<file path="src/rtl/mold_seq_pkg.sv">
// Shared types and width defaults for the MoldUDP64 sequence tracker.
package mold_seq_pkg;

    localparam int DEF_SEQ_W = 64;
    localparam int DEF_CNT_W = 16;
    localparam int DEF_SID_W = 80;

    typedef enum logic [1:0] {
        ST_UNSYNC   = 2'd0,
        ST_SYNC     = 2'd1,
        ST_GAP_WAIT = 2'd2
    } state_t;

    typedef enum logic [2:0] {
        DEC_ACCEPT    = 3'd0,
        DEC_PARTIAL   = 3'd1,
        DEC_DUP       = 3'd2,
        DEC_GAP       = 3'd3,
        DEC_MISMATCH  = 3'd4,
        DEC_HEARTBEAT = 3'd5,
        DEC_MALFORMED = 3'd6
    } decision_t;

endpackage

</file>
<file path="src/rtl/mold_seq_stats.sv">
// Wrapping 32-bit event counters for duplicate drops, issued gap requests
// and session mismatches.
module mold_seq_stats (
    input  logic        clk,
    input  logic        rst,
    input  logic        dup_inc,
    input  logic        gap_inc,
    input  logic        mismatch_inc,
    output logic [31:0] dup_cnt,
    output logic [31:0] gap_cnt,
    output logic [31:0] mismatch_cnt
);

    // Count each event class; counters wrap naturally at 2^32.
    always_ff @(posedge clk or negedge rst) begin
        if (!rst) begin
            dup_cnt      <= 32'd0;
            gap_cnt      <= 32'd0;
            mismatch_cnt <= 32'd0;
        end else begin
            if (dup_inc) begin
                dup_cnt <= dup_cnt + 32'd1;
            end
            if (gap_inc) begin
                gap_cnt <= gap_cnt + 32'd1;
            end
            if (mismatch_inc) begin
                mismatch_cnt <= mismatch_cnt + 32'd1;
            end
        end
    end

endmodule

</file>
<file path="src/rtl/mold_seq_tracker.sv">
// MoldUDP64 sequence tracker: classifies each packet header as accept,
// partial accept or drop, tracks the next expected sequence and issues
// retransmission requests over a valid/ready handshake.
// Optional statistics counters are enabled with MOLD_SEQ_STATS_EN.
module mold_seq_tracker
    import mold_seq_pkg::*;
#(
    parameter int SEQ_W = DEF_SEQ_W,
    parameter int CNT_W = DEF_CNT_W,
    parameter int SID_W = DEF_SID_W
) (
    input  logic             clk,
    input  logic             rst,
    input  logic             hdr_valid,
    input  logic [SID_W-1:0] session_id,
    input  logic [SEQ_W-1:0] sequence_number,
    input  logic [CNT_W-1:0] message_count,
    output logic             pkt_accept,
    output logic             pkt_drop,
    output logic [CNT_W-1:0] skip_count,
    output logic             session_mismatch,
    output logic             gap_req_valid,
    input  logic             gap_req_ready,
    output logic [SEQ_W-1:0] gap_req_seq,
    output logic [CNT_W-1:0] gap_req_count,
    output logic [SEQ_W-1:0] expected_seq,
    output logic             synced
`ifdef MOLD_SEQ_STATS_EN
    ,
    output logic [31:0]      dup_cnt,
    output logic [31:0]      gap_cnt,
    output logic [31:0]      mismatch_cnt
`endif
);

    state_t           state_r;
    state_t           state_next_s;
    logic [SID_W-1:0] sid_r;
    logic [SID_W-1:0] sid_next_s;

    logic             accept_s;
    logic             drop_s;
    logic             mismatch_s;
    logic [CNT_W-1:0] skip_s;
    logic [SEQ_W-1:0] exp_next_s;
    logic             synced_next_s;
    logic             gap_valid_next_s;
    logic [SEQ_W-1:0] gap_seq_next_s;
    logic [CNT_W-1:0] gap_cnt_next_s;
    decision_t        decision_s;

    logic [SEQ_W:0]   end_s;
    logic [SEQ_W-1:0] gap_diff_s;
    logic [SEQ_W-1:0] skip_full_s;
    logic [CNT_W-1:0] gap_sat_s;
    logic             handshake_s;
    logic             seq_gt_s;
    logic             seq_eq_s;
    logic             end_gt_s;
    logic             is_hb_s;

    // Header arithmetic: packet end in SEQ_W+1 bits so overflow is visible,
    // plus unsigned comparisons against the expected sequence.
    always_comb begin
        end_s       = {1'b0, sequence_number} + {{(SEQ_W + 1 - CNT_W){1'b0}}, message_count};
        gap_diff_s  = sequence_number - expected_seq;
        skip_full_s = expected_seq - sequence_number;
        seq_gt_s    = (sequence_number > expected_seq);
        seq_eq_s    = (sequence_number == expected_seq);
        end_gt_s    = (end_s > {1'b0, expected_seq});
        is_hb_s     = (message_count == {CNT_W{1'b0}});
        handshake_s = gap_req_valid && gap_req_ready;
        if (|gap_diff_s[SEQ_W-1:CNT_W]) begin
            gap_sat_s = {CNT_W{1'b1}};
        end else begin
            gap_sat_s = gap_diff_s[CNT_W-1:0];
        end
    end

    // Next-state and decision logic for the tracker FSM.
    always_comb begin
        state_next_s     = state_r;
        sid_next_s       = sid_r;
        accept_s         = 1'b0;
        drop_s           = 1'b0;
        mismatch_s       = 1'b0;
        skip_s           = {CNT_W{1'b0}};
        exp_next_s       = expected_seq;
        synced_next_s    = synced;
        gap_valid_next_s = gap_req_valid;
        gap_seq_next_s   = gap_req_seq;
        gap_cnt_next_s   = gap_req_count;
        decision_s       = DEC_HEARTBEAT;

        // A completed handshake retires the pending request first; a gapped
        // header in the same cycle may then re-arm it below.
        if ((state_r == ST_GAP_WAIT) && handshake_s) begin
            gap_valid_next_s = 1'b0;
            state_next_s     = ST_SYNC;
        end else begin
            gap_valid_next_s = gap_req_valid;
        end

        if (hdr_valid) begin
            case (state_r)
                ST_UNSYNC: begin
                    if (end_s[SEQ_W]) begin
                        decision_s = DEC_MALFORMED;
                        drop_s     = 1'b1;
                    end else begin
                        decision_s    = is_hb_s ? DEC_HEARTBEAT : DEC_ACCEPT;
                        accept_s      = 1'b1;
                        sid_next_s    = session_id;
                        exp_next_s    = end_s[SEQ_W-1:0];
                        synced_next_s = 1'b1;
                        state_next_s  = ST_SYNC;
                    end
                end
                ST_SYNC, ST_GAP_WAIT: begin
                    if (end_s[SEQ_W]) begin
                        decision_s = DEC_MALFORMED;
                        drop_s     = 1'b1;
                    end else if (session_id != sid_r) begin
                        decision_s = DEC_MISMATCH;
                        drop_s     = 1'b1;
                        mismatch_s = 1'b1;
                    end else if (seq_gt_s) begin
                        decision_s = DEC_GAP;
                        drop_s     = 1'b1;
                        if ((state_r == ST_SYNC) || handshake_s) begin
                            gap_valid_next_s = 1'b1;
                            gap_seq_next_s   = expected_seq;
                            gap_cnt_next_s   = gap_sat_s;
                            state_next_s     = ST_GAP_WAIT;
                        end else begin
                            gap_valid_next_s = gap_req_valid;
                        end
                    end else if (is_hb_s) begin
                        decision_s = DEC_HEARTBEAT;
                        drop_s     = 1'b1;
                    end else if (seq_eq_s) begin
                        decision_s = DEC_ACCEPT;
                        accept_s   = 1'b1;
                        exp_next_s = end_s[SEQ_W-1:0];
                    end else if (end_gt_s) begin
                        decision_s = DEC_PARTIAL;
                        accept_s   = 1'b1;
                        skip_s     = skip_full_s[CNT_W-1:0];
                        exp_next_s = end_s[SEQ_W-1:0];
                    end else begin
                        decision_s = DEC_DUP;
                        drop_s     = 1'b1;
                    end
                end
                default: begin
                    state_next_s = ST_UNSYNC;
                    drop_s       = 1'b1;
                end
            endcase
        end else begin
            decision_s = DEC_HEARTBEAT;
        end
    end

    // State, latched session and all registered outputs.
    always_ff @(posedge clk or negedge rst) begin
        if (!rst) begin
            state_r          <= ST_UNSYNC;
            sid_r            <= {SID_W{1'b0}};
            pkt_accept       <= 1'b0;
            pkt_drop         <= 1'b0;
            skip_count       <= {CNT_W{1'b0}};
            session_mismatch <= 1'b0;
            gap_req_valid    <= 1'b0;
            gap_req_seq      <= {SEQ_W{1'b0}};
            gap_req_count    <= {CNT_W{1'b0}};
            expected_seq     <= {SEQ_W{1'b0}};
            synced           <= 1'b0;
        end else begin
            state_r          <= state_next_s;
            sid_r            <= sid_next_s;
            pkt_accept       <= accept_s;
            pkt_drop         <= drop_s;
            skip_count       <= skip_s;
            session_mismatch <= mismatch_s;
            gap_req_valid    <= gap_valid_next_s;
            gap_req_seq      <= gap_seq_next_s;
            gap_req_count    <= gap_cnt_next_s;
            expected_seq     <= exp_next_s;
            synced           <= synced_next_s;
        end
    end

`ifdef MOLD_SEQ_STATS_EN
    logic dup_inc_s;
    logic gap_inc_s;
    logic mismatch_inc_s;

    // Event pulses for the statistics counters.
    always_comb begin
        dup_inc_s      = hdr_valid && (decision_s == DEC_DUP);
        mismatch_inc_s = hdr_valid && (decision_s == DEC_MISMATCH);
        gap_inc_s      = hdr_valid && (decision_s == DEC_GAP) &&
                         ((state_r == ST_SYNC) || handshake_s);
    end

    mold_seq_stats u_stats (
        .clk          (clk),
        .rst          (rst),
        .dup_inc      (dup_inc_s),
        .gap_inc      (gap_inc_s),
        .mismatch_inc (mismatch_inc_s),
        .dup_cnt      (dup_cnt),
        .gap_cnt      (gap_cnt),
        .mismatch_cnt (mismatch_cnt)
    );
`endif

endmodule

</file>
<file path="config.mk">
export PLATFORM = sky130hd
export DESIGN_NAME = mold_seq_tracker
export DESIGN_NICKNAME = d
export VERILOG_FILES = /design/src/rtl/mold_seq_pkg.sv /design/src/rtl/mold_seq_stats.sv /design/src/rtl/mold_seq_tracker.sv
export SDC_FILE = /design/constraint.sdc
export NUM_CORES = 1
export LEC_CHECK = 0
export CAP_MARGIN = 0
export CELL_PAD_IN_SITES_DETAIL_PLACEMENT = 2
export CELL_PAD_IN_SITES_GLOBAL_PLACEMENT = 2
export CORE_MARGIN = 8
export CORE_UTILIZATION = 36
export CTS_CLUSTER_DIAMETER = 120
export DETAILED_ROUTE_END_ITERATION = 8
export GPL_ROUTABILITY_DRIVEN = 0
export GPL_TIMING_DRIVEN = 0
export PLACE_DENSITY = 0.85
export SLEW_MARGIN = 20
export SYNTH_ARGS = -nofsm -noshare
export SYNTH_HDL_FRONTEND = slang
export SYNTH_SLANG_ARGS = --single-unit
</file>
<file path="constraint.sdc">
create_clock -name clk -period 7.65 [get_ports clk]
set_input_delay 1.9125 -clock clk [delete_from_list [all_inputs] [get_ports clk]]
set_output_delay 1.9125 -clock clk [all_outputs]
set_load 0.01 [all_outputs]
</file>
Fig. 1: run 1, the metal 4 layer
Supply wires on this layer in grey.
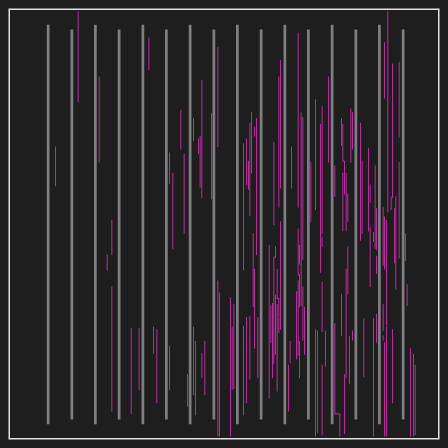
share of all routed wire: 5.4%
wire length on this layer: 5,210 microns
nets with wire on the layer: 112

Fig. 2: run 1, drive-strength map
Scale bar: 50 microns.
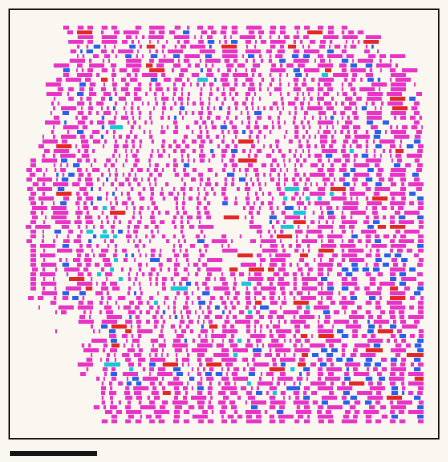
legend:
  _0 and _1 cells:
    colour: magenta
    cells: 2,207
    share: 88%
  _3 and _4 cells:
    colour: cyan
    cells: 32
    share: 1.3%
  _6 and larger:
    colour: red
    cells: 55
    share: 2.2%
  _2 cells:
    colour: blue
    cells: 209
    share: 8.3%

Fig. 3: run 1, clock distribution
Scale bar: 50 microns.
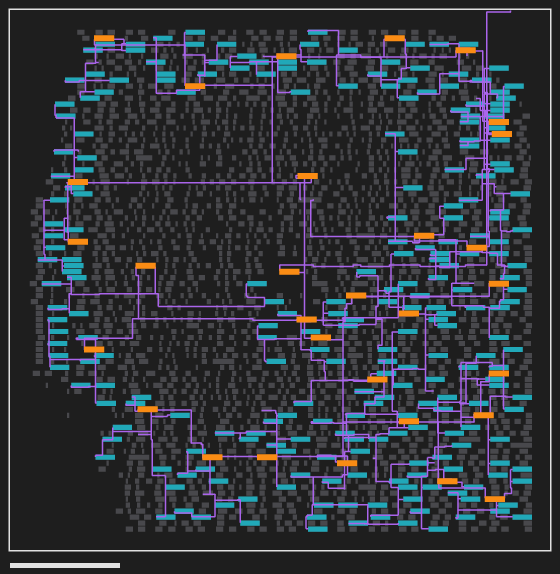
legend:
  clock wires:
    colour: purple
    length: 4,720 microns
  flip-flops:
    colour: cyan
    count: 247
  clock drivers:
    colour: orange
    count: 30
routed clock nets: 31
flops lie: widely spread
clock-net power: 0.00150 W
Clk Latency, worst-skew pair: 0.62 ns
clock network fraction of design power: 16.6%
worst-case clock skew: 0.0227 ns

==> run summary, run 1 <==
Results of the run.

The run finished with clean final reports. The total length of routed met3 wires is 5290 microns. Before CTS, the worst setup slack after placement is -2.31 ns.

The distinct cell type count after synthesis is 86. Global routing consumed, on the met1 layer, 35.8% of the routing resources. The synthesized area divided by synthesized cell count is 9.00 sq um. The number of nets produced by synthesis is 2,434.

The cell count of the worst hold path is 2. The final timing report lists a hold violation count of 0. Counting the buffers created by CTS gives 30.

The floorplan step set the die height to 245 microns. The reg-to-reg endpoint is gap_req_count[15]$_DFFE_PN0P_. The post-route fraction of the period consumed by the critical path is 98.9%. The count of instantiated cells in the yosys netlist is 2,104. The multiplexer share of the synthesized area is 9.04%. The data required time reported for the critical path is 8.13 ns. The layer with the highest usage after global routing is met2. Hold timing on the final database bottoms out at a slack of 0.494 ns. Per the final layout report, the fraction of cells sized above drive strength 1 comes to 11.8%. TritonCTS built the clock tree. The portion of total power attributed to sequential cells is 23.4%.

According to the floorplan report, the die width is 245 microns. Per the synthesis report, the XOR/XNOR share of the synthesized area is 8.37%. The script logs the ratio of routed vias to standard cells as 6.02.

OpenSTA lists the critical path endpoint as expected_seq[62]$_DFFE_PN0P_. In the per-layer summary, the met1 wirelength comes to 38,600 microns. The final timing report gives a worst setup slack of 0.0858 ns. The worst setup path is captured at a register.

Buffers added to address setup during post-CTS repair amount to 10. The cell type that accounts for the most area after synthesis is dfrtp_1. The hold buffer count at cts is 0. For this run, global-route usage on met2 was measured as 54.4%. The total number of yosys warnings is 0. The data arrival time at the worst-slack endpoint is 8.04 ns.

The final layout contains routed wiring with a total length of 97,300 microns. Per the OpenROAD power report, switching power amounts to 0.00437 W. During placement, the flow inserted port buffers numbering 328. Dividing total power by cell area gives a power density of 369 mW/mm^2. The shortest clock period the worst path allows after layout is 7.56 ns.

For reference, the clock transition at the flip-flops on the worst setup and hold paths is 0.06 ns. The finished layout cell area is 0.0245 sq mm. The stat command in Yosys gives a chip area of 0.0189 sq mm. The synthesis report lists the most area-consuming cells as dfrtp_1, ha_1, mux2_2. The final-layout fill cell count is 5,593.
-- run 1: power groups by stage --
stage / Combinational (W) / Clock (W) / Sequential, W
floorplan: 0.00316 / 0 / 0.00203
global placement: 0.00476 / 0 / 0.00200
finish: 0.00543 / 0.00150 / 0.00211
global route: 0.00578 / 0.00156 / 0.00214
detailed placement: 0.00511 / 0 / 0.00207
CTS: 0.00530 / 0.00151 / 0.00209
-- run 1: layout make-up --
type                       count  area, sq um  share of cell area, %
tap                          688          861                   3.52
multi-input combinational   1630        12000                   49.0
timing repair buffer         346         3480                   14.2
inverter                     135          507                   2.07
buffer                        90          447                   1.82
clock inverter                12         90.1                  0.368
antenna                        6         15.0                 0.0613
clock buffer                  43          910                   3.72
sequential                   247         6180                   25.3
-- run 1: registers in the layout, summed over array words and instances, names as in the netlist --
signal and cells:
gap_req_seq 64, state_r 2, session_mismatch 1, synced 1, gap_req_count 16, pkt_accept 1, skip_count 16, expected_seq 64
pkt_drop 1, sid_r 80, gap_req_valid 1
-- run 1: worst max-delay path, stage by stage --
cell and delay (ns):
clkdlybuf4s50_1 0.56, ha_2 0.23, inv_1 0.07, fa_2 0.37
nor2b_2 0.17, o31a_1 0.25, o21ai_2 0.11, a21oi_2 0.15
buf_4 0.15, o21a_4 0.18, nand3_4 0.16, or4_4 0.61
nor2_2 0.15, xor2_1 0.20, ha_1 0.29, a21o_1 0.23
a21o_1 0.22, a21oi_2 0.18, o21ai_0 0.13, nor2_1 0.19
nor4b_4 0.29, a211oi_4 0.14, a31oi_4 0.33, buf_4 0.18
buf_6 0.17, mux2_2 0.38
-- run 1: through the flow --
stage               cells  setup TNS (ns)
floorplan            2104               0
global placement     3120        -1705.34
global route         3196          -0.117
detailed placement   3124         -175.95
finish               3197               0
CTS                  3187               0
Fig. 4: run 1, the clock network
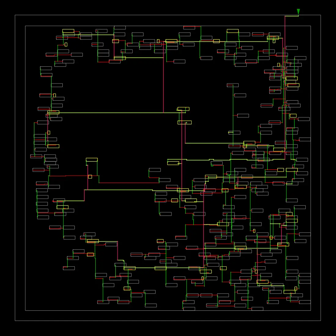

--- run 2 (diff from run 1) ---
--- a/config.mk
+++ b/config.mk
@@ -9,12 +9,12 @@
 export CELL_PAD_IN_SITES_DETAIL_PLACEMENT = 2
 export CELL_PAD_IN_SITES_GLOBAL_PLACEMENT = 2
 export CORE_MARGIN = 8
-export CORE_UTILIZATION = 36
+export CORE_UTILIZATION = 34
 export CTS_CLUSTER_DIAMETER = 120
 export DETAILED_ROUTE_END_ITERATION = 8
 export GPL_ROUTABILITY_DRIVEN = 0
 export GPL_TIMING_DRIVEN = 0
-export PLACE_DENSITY = 0.85
+export PLACE_DENSITY = 0.81
 export SLEW_MARGIN = 20
 export SYNTH_ARGS = -nofsm -noshare
 export SYNTH_HDL_FRONTEND = slang
Fig. 5: run 2, the clock network
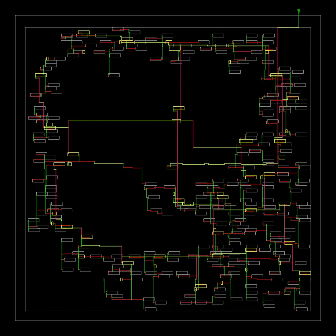
clock-net power: 0.00149 W
CTS sink count: 247
worst-case clock skew: 0.0295 ns

Fig. 6: run 2, clock distribution
Scale bar: 100 microns.
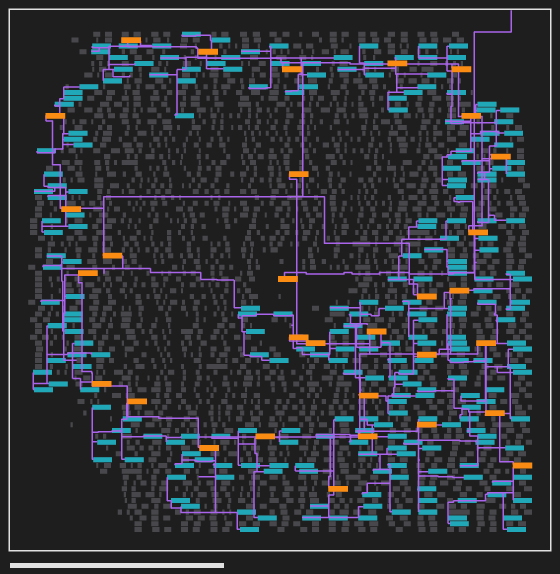
legend:
  clock drivers:
    colour: orange
    count: 31
  clock wires:
    colour: purple
    length: 4,460 microns
  flip-flops:
    colour: cyan
    count: 247
flops lie: widely spread
clock network fraction of design power: 16.9%

==> run summary, run 2 <==
Results of the run.

The count of buffer and inverter cells on the critical path is 5. The number of buffers created by CTS is 31. In the CTS report, the clock slew at the register clock pins of the worst setup and hold paths is listed as 0.06 ns. Of all cell types, the one taking the most synthesized area is dfrtp_1. After detailed routing, the met3 layer carries 3930 microns of wire. The run finished with clean final reports. The required time at the worst-slack endpoint is 8.14 ns. The number of nets produced by synthesis is 2,434. The distinct cell type count after synthesis is 86.

The synthesized area divided by synthesized cell count is 9.00 sq um. Per STA, the highest per-stage delay on the worst path measures 0.63 ns. For this block, wires on met1 add up to 37,500 microns. OpenROAD reports that the post-layout worst path occupies 97.8% of the period. After routing the design area is 0.0245 sq mm.

The worst hold path was traced through 2 stages. Per the final timing report, the hold violations number 0. The detailed-route wire length is 90,000 microns. Warnings reported by Yosys during synthesis add up to 0.

The skew report gives the latency at the later pin of the worst-skew pair as 0.62 ns. The routing usage on met2 is 49.8%. In the post-route analysis, the smallest setup slack over all paths is 0.165 ns. The die outline width is 252 microns. The hold slack is 0.486 ns. The register with the most flip-flops is sid_r. STA lists the endpoint of the worst register-to-register path as gap_req_count[1]$_DFFE_PN0P_. The detailed placer reported the number of placed instances as 3,184. The nature of the critical path endpoint is a register.

The global routing usage on met1 is 33.0%. From bottom edge to top edge, the die measures 252 microns. In the routed layout, each cell is associated on average with a via count of 5.72. TritonCTS built the clock tree.
## run 2: how the worst max path moves through the flow
stage	cells after the start	slack, ns	to	start
6_report	25	0.17	expected_seq[37]$_DFFE_PN0P_	sequence_number[1]
5_1_grt	25	-0.04	expected_seq[43]$_DFFE_PN0P_	sequence_number[1]
4_1_cts	26	0.05	expected_seq[20]$_DFFE_PN0P_	sequence_number[0]
3_5_place_dp	25	-2.30	expected_seq[61]$_DFFE_PN0P_	sequence_number[0]
3_3_place_gp	1	-6.11	expected_seq[34]$_DFFE_PN0P_	rst
2_1_floorplan	24	0.69	expected_seq[55]$_DFFE_PN0P_	sequence_number[1]
## run 2: area by class of cell
class	instances	area, sq um
fillers	6001	30600
multi-input cells	1630	12000
flip-flops and latches	247	6180
repair buffers	340	3430
well taps	748	936
clock buffers	46	892
inverters	135	507
plain buffers	90	428
clock inverters	11	105
diodes	3	7.51
## run 2: logic make-up (layout without fill, tap and decap cells)
family                   count (synthesis)  after routing  share of synthesized area [%]
buffers and inverters                  227            622                           4.87
AND-OR/OR-AND                          534            534                           18.2
multiplexers                           153            153                           9.04
other                                    0              3                              0
XOR/XNOR                               181            181                           8.37
flip-flops                             247            247                           32.6
AND/OR/NAND/NOR                        596            596                           15.8
adder cells (fa/ha/maj)                166            166                           11.1
## run 2: report_power, final
part	internal (W)	switching, W
sequential	0.00170	0.000379
combinational	0.00213	0.00312
clock	0.000841	0.000648
total	0.00467	0.00414
## run 2: repair_timing
item,in CTS,in global routing
hold buffers,0,0
pin swaps,3,4
resized,24,14
setup endpoints to repair,82,74
setup buffers,5,3
Power figures rest on the tool's default switching activity, not on a simulated workload.
